--- src/rtl/rom_fetch_pkg.sv ---
// Shared types and widths for the EPROM word fetcher.
`timescale 1ns/1ps
package rom_fetch_pkg;

    localparam int unsigned ROM_ADDR_W = 20;
    localparam int unsigned ROM_DATA_W = 8;
    localparam int unsigned WORD_W     = 16;
    localparam int unsigned WAIT_CTR_W = 4;

    typedef enum logic [1:0] {
        StIdle,
        StSetup,
        StAccess,
        StResp
    } state_t;

endpackage

--- src/rtl/rom_wait_ctr.sv ---
// Loadable down-counter timing the output-enable window of one EPROM byte read.
`timescale 1ns/1ps
module rom_wait_ctr
    import rom_fetch_pkg::*;
(
    input  logic                  clk,
    input  logic                  rst,
    input  logic                  load,
    input  logic                  dec,
    input  logic [WAIT_CTR_W-1:0] load_val,
    output logic                  done
);

    logic [WAIT_CTR_W-1:0] count_q;

    always_ff @(posedge clk) begin
        if (rst) begin
            count_q <= '0;
        end else if (load) begin
            count_q <= load_val;
        end else if (dec && (count_q != '0)) begin
            count_q <= count_q - WAIT_CTR_W'(1);
        end
    end

    // High during the final cycle of the window, i.e. the cycle whose closing edge samples data.
    assign done = (count_q == WAIT_CTR_W'(1));

endmodule

--- src/rtl/rom_fetch.sv ---
// Fetches a little-endian 16-bit word from an 8-bit EPROM as two timed byte reads.
`timescale 1ns/1ps
module rom_fetch
    import rom_fetch_pkg::*;
#(
    parameter int unsigned WAIT_CYCLES = 3
) (
    input  logic                  clk,
    input  logic                  rst,
    input  logic                  req_valid,
    output logic                  req_ready,
    input  logic [ROM_ADDR_W-1:0] req_addr,
    output logic                  rsp_valid,
    input  logic                  rsp_ready,
    output logic [WORD_W-1:0]     rsp_data,
    output logic                  _rom_cs,
    output logic                  _rom_oe,
    output logic [ROM_ADDR_W-1:0] rom_addr,
    input  logic [ROM_DATA_W-1:0] rom_data
);

    localparam logic [WAIT_CTR_W-1:0] WaitLoad = WAIT_CTR_W'(WAIT_CYCLES);

    state_t                  state_q, state_d;
    logic                    byte_idx_q, byte_idx_d;
    logic                    rom_cs_n_q, rom_cs_n_d;
    logic                    rom_oe_n_q, rom_oe_n_d;
    logic [ROM_ADDR_W-1:0]   rom_addr_q, rom_addr_d;
    logic [WORD_W-1:0]       rsp_data_q, rsp_data_d;
    logic                    rsp_valid_q, rsp_valid_d;
    logic                    ctr_load, ctr_dec, ctr_done;

    rom_wait_ctr u_wait_ctr (
        .clk      (clk),
        .rst      (rst),
        .load     (ctr_load),
        .dec      (ctr_dec),
        .load_val (WaitLoad),
        .done     (ctr_done)
    );

    assign req_ready = (state_q == StIdle) && !rst;

    always_comb begin
        state_d     = state_q;
        byte_idx_d  = byte_idx_q;
        rom_cs_n_d  = rom_cs_n_q;
        rom_oe_n_d  = rom_oe_n_q;
        rom_addr_d  = rom_addr_q;
        rsp_data_d  = rsp_data_q;
        rsp_valid_d = rsp_valid_q;
        ctr_load    = 1'b0;
        ctr_dec     = 1'b0;

        unique case (state_q)
            StIdle: begin
                if (req_valid && req_ready) begin
                    rom_addr_d = req_addr;
                    rom_cs_n_d = 1'b0;
                    rom_oe_n_d = 1'b1;
                    byte_idx_d = 1'b0;
                    state_d    = StSetup;
                end
            end
            StSetup: begin
                // Address has settled for a cycle with the chip selected; open the output now.
                rom_oe_n_d = 1'b0;
                ctr_load   = 1'b1;
                state_d    = StAccess;
            end
            StAccess: begin
                ctr_dec = 1'b1;
                if (ctr_done) begin
                    rom_oe_n_d = 1'b1;
                    if (!byte_idx_q) begin
                        rsp_data_d[7:0] = rom_data;
                        rom_addr_d      = rom_addr_q + ROM_ADDR_W'(1);
                        byte_idx_d      = 1'b1;
                        state_d         = StSetup;
                    end else begin
                        rsp_data_d[15:8] = rom_data;
                        rom_cs_n_d       = 1'b1;
                        rsp_valid_d      = 1'b1;
                        state_d          = StResp;
                    end
                end
            end
            StResp: begin
                if (rsp_ready) begin
                    rsp_valid_d = 1'b0;
                    state_d     = StIdle;
                end
            end
            default: begin
                state_d = StIdle;
            end
        endcase
    end

    always_ff @(posedge clk) begin
        if (rst) begin
            state_q     <= StIdle;
            byte_idx_q  <= 1'b0;
            rom_cs_n_q  <= 1'b1;
            rom_oe_n_q  <= 1'b1;
            rom_addr_q  <= '0;
            rsp_data_q  <= '0;
            rsp_valid_q <= 1'b0;
        end else begin
            state_q     <= state_d;
            byte_idx_q  <= byte_idx_d;
            rom_cs_n_q  <= rom_cs_n_d;
            rom_oe_n_q  <= rom_oe_n_d;
            rom_addr_q  <= rom_addr_d;
            rsp_data_q  <= rsp_data_d;
            rsp_valid_q <= rsp_valid_d;
        end
    end

    assign _rom_cs   = rom_cs_n_q;
    assign _rom_oe   = rom_oe_n_q;
    assign rom_addr  = rom_addr_q;
    assign rsp_data  = rsp_data_q;
    assign rsp_valid = rsp_valid_q;

endmodule

--- config.mk ---
export PLATFORM = sky130hd
export DESIGN_NAME = rom_fetch
export DESIGN_NICKNAME = d
export VERILOG_FILES = /design/src/rtl/rom_fetch_pkg.sv /design/src/rtl/rom_wait_ctr.sv /design/src/rtl/rom_fetch.sv
export SDC_FILE = /design/constraint.sdc
export NUM_CORES = 1
export LEC_CHECK = 0
export CAP_MARGIN = 20
export CORE_MARGIN = 8
export CORE_UTILIZATION = 48
export CTS_CLUSTER_DIAMETER = 40
export DETAILED_ROUTE_END_ITERATION = 16
export PLACE_DENSITY = 0.86
export SLEW_MARGIN = 20
export SYNTH_ARGS = -nofsm -noshare
export SYNTH_HDL_FRONTEND = slang
export SYNTH_HIERARCHICAL = 1
export SYNTH_SLANG_ARGS = --single-unit
--- constraint.sdc ---
create_clock -name clk -period 2.8 [get_ports clk]
set_clock_uncertainty 0.2 [all_clocks]
set_input_delay 0.56 -clock clk [delete_from_list [all_inputs] [get_ports clk]]
set_output_delay 0.56 -clock clk [all_outputs]
set_load 0.05 [all_outputs]
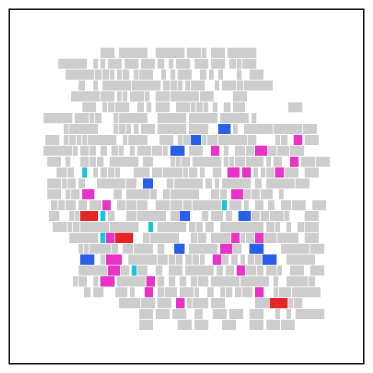
Figure 1: run 1, gate families picked out.
Drawn at 4 px/um.
legend:
  and/or cells:
    color: magenta
    cells: 23
  non-inverting ao/oa cells:
    color: blue
    cells: 10
  inv cells:
    color: cyan
    cells: 6
  fa/ha/maj cells:
    color: red
    cells: 3

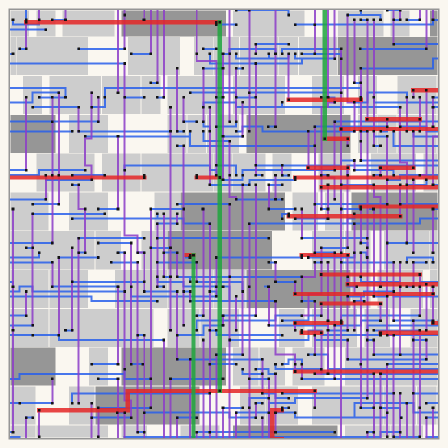
Figure 2: run 1, zoomed window.
Region (29, 29) to (59, 59) um. Cells in gray, sequential cells in the stronger gray; small squares are vias.
legend:
  M1:
    color: blue
  M2:
    color: purple
  M4:
    color: green
  M3:
    color: red
sequential cells in the window: 9
netlist names of flops here include: rom_addr (7), rsp_data (2)
most frequent: dfxtp_1 (9), nor2_1 (8), nand2_1 (8)
cells with their middle in the window: 83

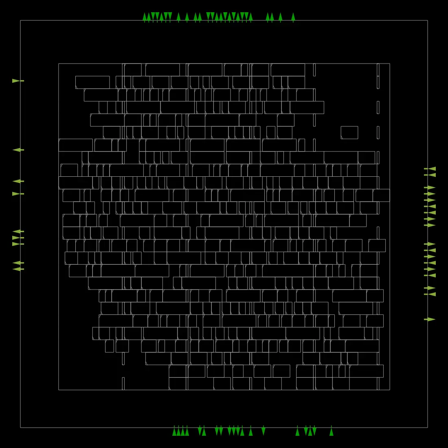
Figure 3: run 1, cell placement.
FFs & Latches: 46
flop share of the area: 0.270
area of the core: 0.00507 mm^2

==> out/results.ini, run 1 <==
[place]
dpl_worst_slack_ns=0.151
placedCellCount=458

[critical_path]
reg2reg_depth=8
crit_fanout=9
critical_path.cell_chain=clkdlybuf4s50_1
end_kind=output pin
critPathBufInv=1
start_kind=flip-flop
critPathSlowestCell=clkdlybuf4s50_1
slowest_delay_ns=0.87

[power]
peakVddDrop_uv=297
power_leader=sequential cells
power_mw=1.64
power_switching_uw=516
pg_clk_uw=501

[clocking]
clock_sinks=46
worstSkewPairLatency_ns=0.30

[run_status]
status=finished, final reports clean

[finish]
antenna_cells=0
syn2layout_area_growth_pct=36.1
drive_gt1_frac=0.0707
buffers=80
comb_share=0.434
final_cells=466

[drt]
wl_met2_mm=3.63
maxUsedRoutingLayer=met4
finalWirelength_mm=7.44

[worst_hold_path]
hp-start=rsp_data[8]

[timing]
setup_viol=0
finalCriticalPeriod_ns=2.44

[floorplanning]
num_rows=26

[logic_synthesis]
netlist_logic_family_top=simple AND/OR/NAND/NOR gates
top_cell=nand2_1
topCellsByArea=dfxtp_1, nand2_1, a21oi_1

==> run 2, diff against run 1 <==
--- a/config.mk
+++ b/config.mk
@@ -7,10 +7,10 @@
 export LEC_CHECK = 0
 export CAP_MARGIN = 20
 export CORE_MARGIN = 8
-export CORE_UTILIZATION = 48
+export CORE_UTILIZATION = 46
 export CTS_CLUSTER_DIAMETER = 40
 export DETAILED_ROUTE_END_ITERATION = 16
-export PLACE_DENSITY = 0.86
+export PLACE_DENSITY = 0.83
 export SLEW_MARGIN = 20
 export SYNTH_ARGS = -nofsm -noshare
 export SYNTH_HDL_FRONTEND = slang
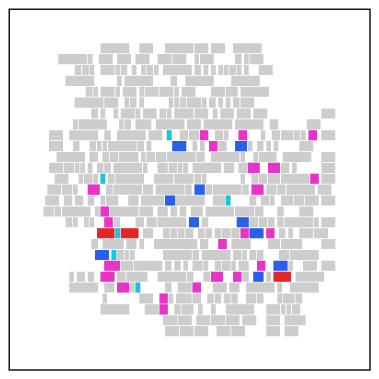
Figure 4: run 2, gate families picked out.
Drawn at 4 px/um.
combinational share of cell area: 0.433
final std cells w/o fill: 468
highest-count logic cell in the final layout: clkdlybuf4s50_1

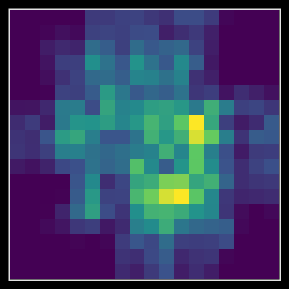
Figure 5: run 2, wire density map.
Drawn at 3 px/um. The die is cut into 18 by 18 equal tiles; dark purple is low, yellow is high, scaled to the fullest tile. Values are wire area over tile area, all layers added.
densest ninth of the die: middle
nearly empty tiles: 26%
tiles over half the peak: 14%
fullest tile: 0.62
mean over tiles: 0.14

==> out/results.ini, run 2 <==
[finish]
seq-cell-share=0.269  ; -0.000692
ff_count=46  ; unchanged
antenna_cells=0  ; unchanged
syn2layout_area_growth_pct=36.5

[drt]
wl_met2_mm=3.53  ; -2.9%

[critical_path]
crit_fanout=9  ; unchanged
end_kind=output pin
reg2reg_depth=8  ; unchanged
critical_path.cell_chain=clkdlybuf4s50_1
slowest_delay_ns=0.88  ; about the same
critPathSlowestCell=clkdlybuf4s50_1

[clocking]
clock_sinks=46  ; unchanged

[timing]
setup_viol=0  ; unchanged

[run_status]
status=finished, final reports clean

[floorplanning]
core_area_mm2=0.00537  ; +5.8%
num_rows=27  ; +3.8%

[logic_synthesis]
netlist_logic_family_top=simple AND/OR/NAND/NOR gates
top_cell=nand2_1

[power]
pg_clk_uw=507  ; +1%
power_switching_uw=500  ; -3.1%
peakVddDrop_uv=308  ; +3.9%

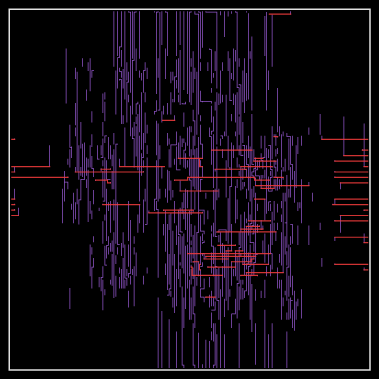
Figure 6: run 2, metal layers overlaid.
Drawn at 4 px/um. Only two layers are drawn.
legend:
  M3:
    color: red
    wire_length: 426 um
  M2:
    color: purple
    wire_length: 3530 um
Global Route Usage Sum: 0.178
routed wire length: 7.30 mm
via count: 2704
Routed WL per cell: 15.6 um

Figure 7. Zoomed window (run 2).
Region (30, 30) to (60, 60) um. Cells in gray, sequential cells in the stronger gray; small squares are vias.
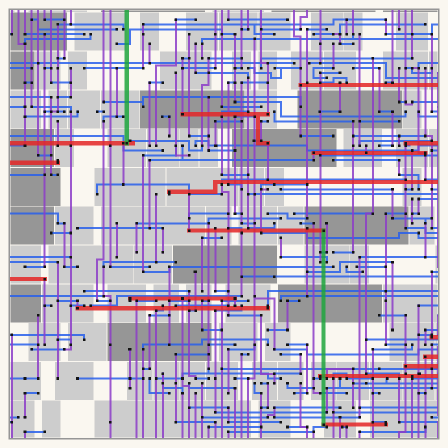

==> run 3, diff against run 2 <==
--- a/config.mk
+++ b/config.mk
@@ -6,7 +6,6 @@
 export NUM_CORES = 1
 export LEC_CHECK = 0
 export CAP_MARGIN = 20
-export CORE_MARGIN = 8
 export CORE_UTILIZATION = 46
 export CTS_CLUSTER_DIAMETER = 40
 export DETAILED_ROUTE_END_ITERATION = 16
@@ -16,3 +15,4 @@
 export SYNTH_HDL_FRONTEND = slang
 export SYNTH_HIERARCHICAL = 1
 export SYNTH_SLANG_ARGS = --single-unit
+export TNS_END_PERCENT = 30
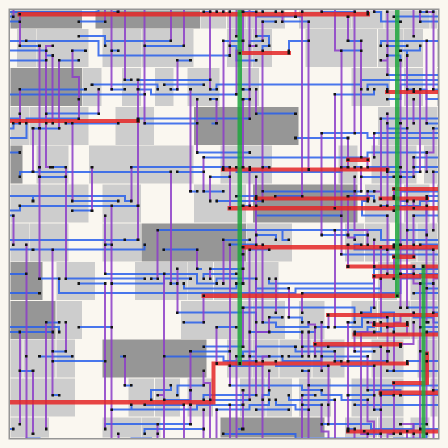
Figure 8: run 3, zoomed window.
Region (23, 23) to (53, 53) um. Cells in gray, sequential cells in the stronger gray; small squares are vias.
legend:
  M4:
    color: green
  M3:
    color: red
  M1:
    color: blue
  M2:
    color: purple
cells with their middle in the window: 79
sequential cells in the window: 6
most frequent: nor2_1 (8), nand2_1 (7)
netlist names of flops here include: rom_addr (5), byte_idx_q (1)

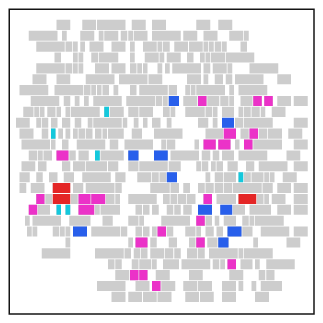
Figure 9: run 3, gate families picked out.
Drawn at 4 px/um.
final std cells w/o fill: 464
combinational share of cell area: 0.439

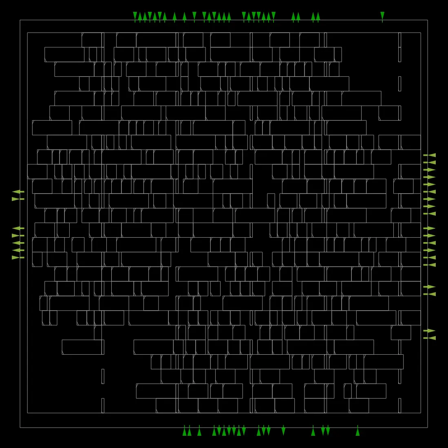
Figure 10: run 3, cell placement.
row count: 26
post-layout util: 0.652
FILL cells: 446
flop share of the area: 0.273
area of the core: 0.00517 mm^2

==> out/results.ini, run 3 <==
[place]
dpl.hpwl_mm=4.83

[logic_synthesis]
synthesis.instances=326
netlist_logic_family_top=simple AND/OR/NAND/NOR gates
yosys_cells=326
ys_sh_simple=0.311
top_cell=nand2_1
ys_sh_mux=0.00849
ys_sh_xor=0
topCellsByArea=dfxtp_1, nand2_1, a21oi_1

[power]
power_leader=sequential cells
pg_clk_uw=433  ; -15%
peakVddDrop_uv=235  ; -24%
pwr-share-comb=0.251
power_switching_uw=532  ; +6.3%

[flow_run]
warnings=27

[critical_path]
reg2reg_depth=5  ; -3
critical_path.cell_chain=clkdlybuf4s50_1
critPathSlowestCell=clkdlybuf4s50_1
worst-path-stages=1
slowest_delay_ns=0.87  ; about the same
crit_fanout=9  ; unchanged
end_kind=output pin
arrival_ns=1.69

[drt]
wl_met2_mm=3.17  ; -10%
wl_met3_um=556
drtIter0Drc=415
finalWirelength_mm=6.99  ; -4.3%
wire_per_inst_um=15.1  ; -3.4%
vias=2725  ; +0.78%
post-route-drc-count=0
ant_nets=0

[finish]
final_common_cell=clkdlybuf4s50_1
ff_count=46  ; unchanged
clkbuf_count=5
antenna_cells=0  ; unchanged
syn2layout_area_growth_pct=34.7

[timing]
setup_viol=0  ; unchanged
worst_slack_ns=0.347
finalSetupTns_ns=0
rsz0062_at_grt=false
maxSlewViolCount=0

[floorplanning]
initial_utilization=0.484
floorplan.die_area_mm2=0.00574

[global_routing]
globalRouteTotalUtil=0.253  ; +0.0749
overflow=0

[clocking]
clock_sinks=46  ; unchanged
cts_tree=done
cts_setup_buffers=0

[run_status]
status=finished, final reports clean

No activity file was given, so power comes from the tool's default toggle rates.
